## config.mk

```make
export PLATFORM = sky130hd
export DESIGN_NAME = dadda_mul_arbiter
export DESIGN_NICKNAME = d
export VERILOG_FILES = /design/src/rtl/dadda_mul_arbiter.sv
export SDC_FILE = /design/constraint.sdc
export NUM_CORES = 1
export LEC_CHECK = 0
export CAP_MARGIN = 20
export CORE_MARGIN = 4
export CORE_UTILIZATION = 37
export DETAILED_ROUTE_END_ITERATION = 16
export GPL_TIMING_DRIVEN = 0
export PLACE_DENSITY = 0.85
export SLEW_MARGIN = 20
export SYNTH_ARGS = -nofsm -noshare
export SYNTH_HDL_FRONTEND = slang
export SYNTH_SLANG_ARGS = --single-unit
```

## constraint.sdc

```tcl
create_clock -name clk -period 2.39 [get_ports clk]
set_input_delay 0.478 -clock clk [delete_from_list [all_inputs] [get_ports clk]]
set_output_delay 0.478 -clock clk [all_outputs]
set_load 0.005 [all_outputs]
```

## src/rtl/dadda_mul_arbiter.sv

```systemverilog
// Round-robin sequencer sharing one combinational W x W multiplier between two
// requesters: accept an operand pair, hold it for MUL_WAIT cycles, return the product.
module dadda_mul_arbiter #(
   parameter int W        = 16,
   parameter int MUL_WAIT = 2
) (
   input  logic           clk,
   input  logic           rst,
   input  logic           req0_valid,
   output logic           req0_ready,
   input  logic [W-1:0]   req0_a,
   input  logic [W-1:0]   req0_b,
   input  logic           req1_valid,
   output logic           req1_ready,
   input  logic [W-1:0]   req1_a,
   input  logic [W-1:0]   req1_b,
   output logic [W-1:0]   mul_a,
   output logic [W-1:0]   mul_b,
   input  logic [2*W-1:0] mul_p,
   output logic           rsp0_valid,
   input  logic           rsp0_ready,
   output logic           rsp1_valid,
   input  logic           rsp1_ready,
   output logic [2*W-1:0] rsp_p,
   output logic           busy
);

   typedef enum logic [1:0] {
      IDLE = 2'd0,
      MUL  = 2'd1,
      RESP = 2'd2
   } state_t;

   localparam logic [3:0] WAIT_LOAD = 4'(MUL_WAIT - 1);

   state_t     state, state_nxt;
   logic [3:0] count;
   logic       last_grant;
   logic       owner;
   logic       grant0, grant1;
   logic       accept0, accept1;
   logic       owner_ready;

   assign req0_ready  = grant0 & ~rst;
   assign req1_ready  = grant1 & ~rst;
   assign accept0     = req0_valid & req0_ready;
   assign accept1     = req1_valid & req1_ready;
   assign owner_ready = owner ? rsp1_ready : rsp0_ready;
   assign busy        = (state != IDLE);

   // Grant is only offered in IDLE; a tie goes to the requester not served last.
   always_comb begin
      grant0    = 1'b0;
      grant1    = 1'b0;
      state_nxt = state;
      case (state)
         IDLE: begin
            if (req0_valid && (!req1_valid || last_grant))
               grant0 = 1'b1;
            else if (req1_valid)
               grant1 = 1'b1;
            if (accept0 || accept1)
               state_nxt = MUL;
         end
         MUL: begin
            if (count == 4'd0)
               state_nxt = RESP;
         end
         RESP: begin
            if (owner_ready)
               state_nxt = IDLE;
         end
         default: state_nxt = IDLE;
      endcase
   end

   always_ff @(posedge clk or posedge rst) begin
      if (rst) begin
         state      <= IDLE;
         mul_a      <= '0;
         mul_b      <= '0;
         rsp_p      <= '0;
         rsp0_valid <= 1'b0;
         rsp1_valid <= 1'b0;
         count      <= 4'd0;
         last_grant <= 1'b1;
         owner      <= 1'b0;
      end else begin
         state <= state_nxt;
         case (state)
            IDLE: begin
               if (accept0) begin
                  mul_a      <= req0_a;
                  mul_b      <= req0_b;
                  owner      <= 1'b0;
                  last_grant <= 1'b0;
                  count      <= WAIT_LOAD;
               end else if (accept1) begin
                  mul_a      <= req1_a;
                  mul_b      <= req1_b;
                  owner      <= 1'b1;
                  last_grant <= 1'b1;
                  count      <= WAIT_LOAD;
               end
            end
            MUL: begin
               // Operands have settled through the multiplier once the count reaches zero.
               if (count != 4'd0) begin
                  count <= count - 4'd1;
               end else begin
                  rsp_p <= mul_p;
                  if (owner)
                     rsp1_valid <= 1'b1;
                  else
                     rsp0_valid <= 1'b1;
               end
            end
            RESP: begin
               if (owner_ready) begin
                  rsp0_valid <= 1'b0;
                  rsp1_valid <= 1'b0;
               end
            end
            default: ;
         endcase
      end
   end

endmodule
```

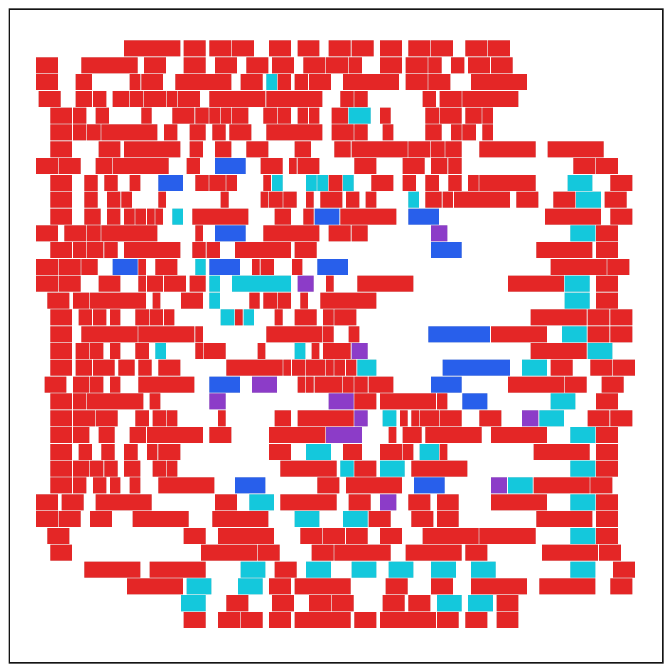
*Sizing map*
legend:
  cyan:
    size: drive 2
    cells: 52
    share: 10%
  purple:
    size: drive 3 to 4
    cells: 11
    share: 2.2%
  red:
    size: drive 1 or less
    cells: 424
    share: 84%
  blue:
    size: drive 6 and up
    cells: 16
    share: 3.2%

==> tab_implementation.tex <==
% Implementation results table
\begin{tabular}{lr}
\hline
Metric & Value \\
\hline
\multicolumn{2}{l}{\textbf{Timing}} \\
\quad Final setup violation count & 0 \\
\quad Relative slew margins & 0.670 \\
\multicolumn{2}{l}{\textbf{Power and ir drop}} \\
\quad Final Power & 6.28 mW \\
\quad Switching Fraction & 0.329 \\
\quad Power Internal & 4.22 mW \\
\quad Leakage power total & 2.19 nW \\
\quad NetSw & roughly 2.1 mW \\
\multicolumn{2}{l}{\textbf{GRT}} \\
\quad GRT overflow & 0 \\
\quad Initial antenna violation count & 0 \\
\multicolumn{2}{l}{\textbf{Yosys}} \\
\quad Number of flops mapped to enable cells by yosys & 0 \\
\quad Post-synth design cell area & 3520 sq um \\
\quad \# Cells Yosys & 318 \\
\quad Synthesis warning total & 0 \\
\quad Main area contributors & sky130\_fd\_sc\_hd\_\_dfrtp\_1 (52\%), sky130\_fd\_sc\_hd\_\_mux2\_2 (10\%), sky130\_fd\_sc\_hd\_\_o31ai\_1 (6.8\%), sky130\_fd\_sc\_hd\_\_a31oi\_1 (5.9\%), sky130\_fd\_sc\_hd\_\_nand4\_1 (5.7\%) \\
\multicolumn{2}{l}{\textbf{Critical path}} \\
\quad Arrival time worst endpoint & 1.82 ns \\
\quad Cell-by-cell trace of the critical path & clkdlybuf4s50\_1, nor2b\_1, clkbuf\_2, clkbuf\_4, nor3\_2, buf\_2 \\
\quad Category of cells accounting for the largest share of critical-path delay & buffers and inverters \\
\multicolumn{2}{l}{\textbf{Layout}} \\
\quad Count of plain and timing-repair buffers & 206 \\
\quad Combined flip-flop and latch cell area & 1850 sq um \\
\quad Most common library cell in the layout ignoring fill and taps & sky130\_fd\_sc\_hd\_\_clkdlybuf4s50\_1 \\
\quad Multi-input combinational cell count & $\sim$200 \\
\multicolumn{2}{l}{\textbf{Status}} \\
\quad Outcome & completed \\
\multicolumn{2}{l}{\textbf{Min path}} \\
\quad Hold WC Path Type & input pin to async pin \\
\multicolumn{2}{l}{\textbf{Clock network}} \\
\quad Post-cts hold-fix buffer tally & 0 \\
\multicolumn{2}{l}{\textbf{Placement}} \\
\quad Post-place setup slack & -0.534 ns \\
\multicolumn{2}{l}{\textbf{Detailed routing}} \\
\quad Post-route ant nets & 0 \\
\hline
\end{tabular}
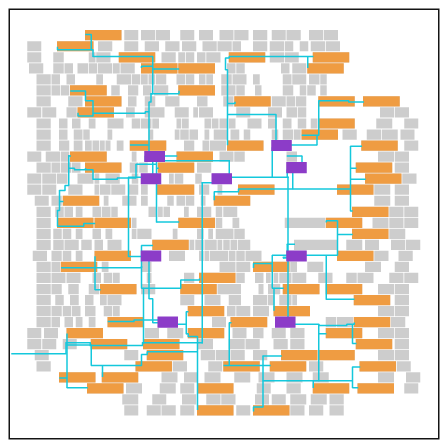
*Clock network drawn from the DEF*
legend:
  cyan:
    item: clock wires
    length: 997 microns
  orange:
    item: flip-flops
    count: 74
  purple:
    item: cells driving clock nets
    count: 9
flops lie: all over the die
Clk network pwr share: 0.152
setup clock skew after layout: 0.0104 ns
clock latency reported for the late side of the worst-skew pair: 0.33 ns

==> how the worst max path moves through the flow <==
| stage | to | from |
|---|---|---|
| after detailed placement | req0_ready | rst |
| final | req0_ready | req1_valid |
| after global placement | mul_a[10] | rst |
| after CTS | req0_ready | state[1] |
| after floorplan | count[0] | rst |
| after global routing | req0_ready | req1_valid |
==> power by group through the flow <==
stage	registers [mW]	clock network [mW]	logic, mW
floorplan	2.27	0	1.34
global placement	2.24	0	2.98
detailed placement	2.27	0	3.08
CTS	2.26	0.988	3.11
global route	2.34	1.05	3.34
finish	2.26	0.957	3.07
==> layer usage <==
metal | routed length [microns] | global-route usage | vias up
li1 | - | - | 1579
met1 | 4470 | 0.246 | 1608
met2 | 5690 | 0.346 | 128
met3 | 711 | 0.0459 | 11
met4 | 125 | 0.0574 | 0
met5 | 0 | 0 | -
No activity file was given, so power comes from the tool's default toggle rates.
